==> images/detail.png <==
Region (17, 17) to (57, 57) um. Cells in grey, sequential cells in the stronger grey; small squares are vias.
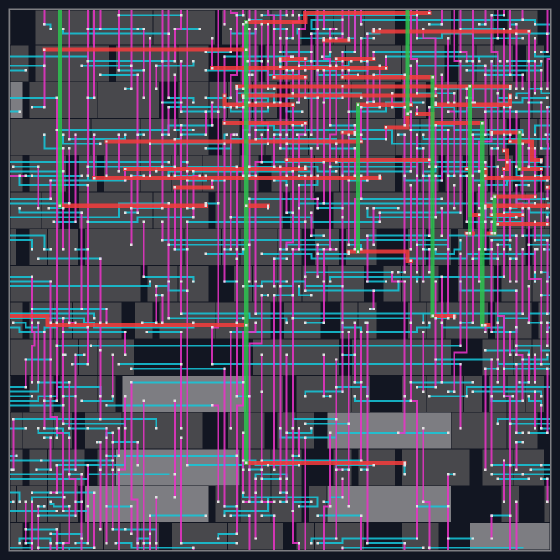
==> images/wires.png <==
Drawn at 4 px/um. Two of the layers only.
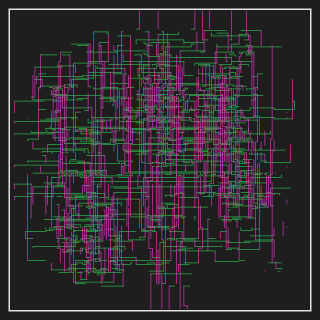
==> images/io_placement.png <==
Drawn at 6 px/um. Pins as bars across the die edge, other pins in grey.
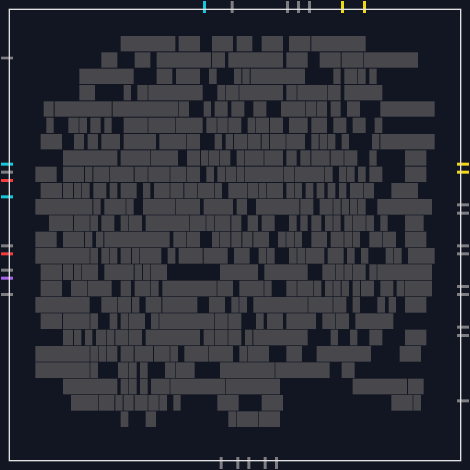
==> images/layer_met2.png <==
Drawn at 4 px/um. Cells faint in the background.
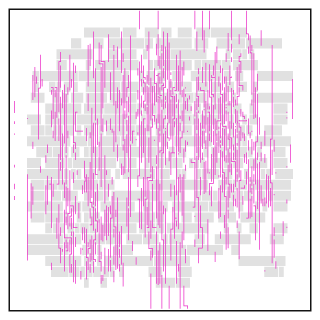
==> images/placement.png <==
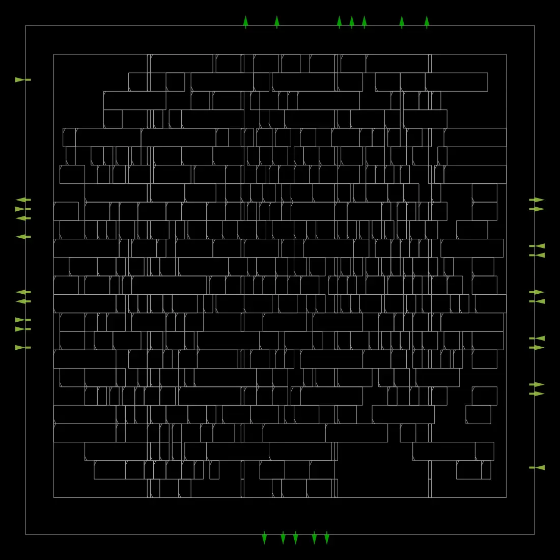
==> config.mk <==
export PLATFORM = sky130hd
export DESIGN_NAME = guess_entry_flat
export DESIGN_NICKNAME = d
export VERILOG_FILES = /design/src/rtl/guess_entry_pkg.sv /design/src/rtl/guess_entry_if.sv /design/src/rtl/guess_entry_digit_dup_check.sv /design/src/rtl/guess_entry.sv /design/src/flat_wrapper.sv
export SDC_FILE = /design/constraint.sdc
export NUM_CORES = 1
export LEC_CHECK = 0
export ABC_AREA = 1
export CORE_MARGIN = 4
export CORE_UTILIZATION = 49
export DETAILED_ROUTE_END_ITERATION = 6
export PLACE_DENSITY = 0.76
export SLEW_MARGIN = 30
export SYNTH_ARGS = -nofsm -noshare
export SYNTH_HDL_FRONTEND = slang
export SYNTH_SLANG_ARGS = --single-unit
==> constraint.sdc <==
create_clock -name in_clka -period 1.8 [get_ports in_clka]
set_clock_uncertainty 0.05 [all_clocks]
set_input_delay 0.27 -clock in_clka [delete_from_list [all_inputs] [get_ports in_clka]]
set_output_delay 0.27 -clock in_clka [all_outputs]
set_load 0.005 [all_outputs]
==> results.txt <==
The following summarizes the physical implementation.

Outcome
The flow ran to the end, and the final reports show no timing, DRC or antenna violations.

Synthesis
The stat command in Yosys gives a chip area of 2200 um2. The area fraction of the dominant cell type after synthesis is 34.1%. Of the synthesized area, sequential elements account for 34.1%. The synth_stat.txt file lists the number of cells as 303. The cell count after synthesis is 303.

Final timing
The pin closest to its max-slew limit shows a slew of 0.436 ns. The final critical path time including I/O delays and setup is 1.80 ns.

Layout
The final cell count without fillers is 428. The design has 30 sequential cells. Between the synthesized netlist and the finished layout, the area growth was recorded as 43.7%. After layout, the buffer instance count without clock buffers stands at 71.

The sequential portion of the cell area is 23.9%. In the final layout, the clock buffer count is 6.

Placement
The standard cell area after detailed placement is 2800 um2.

Global route
The initial antenna violation count came to 0. The met1 capacity usage during global routing is 30.4%.

Pwr
Combinational power for this build is 3.00 mW. The total power draw is 5.07 mW.

Worst setup path
The type of destination of the critical path is a register. Counting buffers and inverters, the worst setup path is 12 cells deep.

Floorplanning
The count of pins on the block boundary is 33.

Clocking
Per the TritonCTS log, the buffer count is 5.
Back to the opening pictures, detail.png:
Magenta stands for metal 2. Green stands for metal 4. Red stands for metal 3. Cyan stands for metal 1.
Sequential cells in the window: 6. 192 logic cells have their middle in the window. Most frequent: nand2_1 (38), buf_4 (20), inv_1 (17).

Back to the opening pictures, wires.png:
Green stands for metal 1, wire length 2580 um. Magenta stands for metal 2, wire length 3050 um.
final wirelength: 6210 um
via count: 2385

Back to the opening pictures, io_placement.png:
Purple stands for `bus_in_submit`, pins 1, direction input, edge left. Red stands for `bus_out_state`, pins 2, direction output, edge left. Cyan stands for `bus_out_count`, pins 3, direction output, edge 2 left, 1 top. Yellow stands for `bus_out_ans2`, pins 4, direction output, edge 2 right, 2 top.
Port Buf Inserts: 32
die span in y: 75.0 um
width of the chip: 75.0 um

Back to the opening pictures, layer_met2.png:
The wires run mostly vertical. The layer carries 3050 um of wire. The layer holds 49% of the routed length. The longest straight run is 28.6 um.
GR Util met2: 36.1%

Back to the opening pictures, placement.png:
Finished Core Util: 72.5%
core area: 4350 um2

Power is estimated from default activity; no workload was simulated.
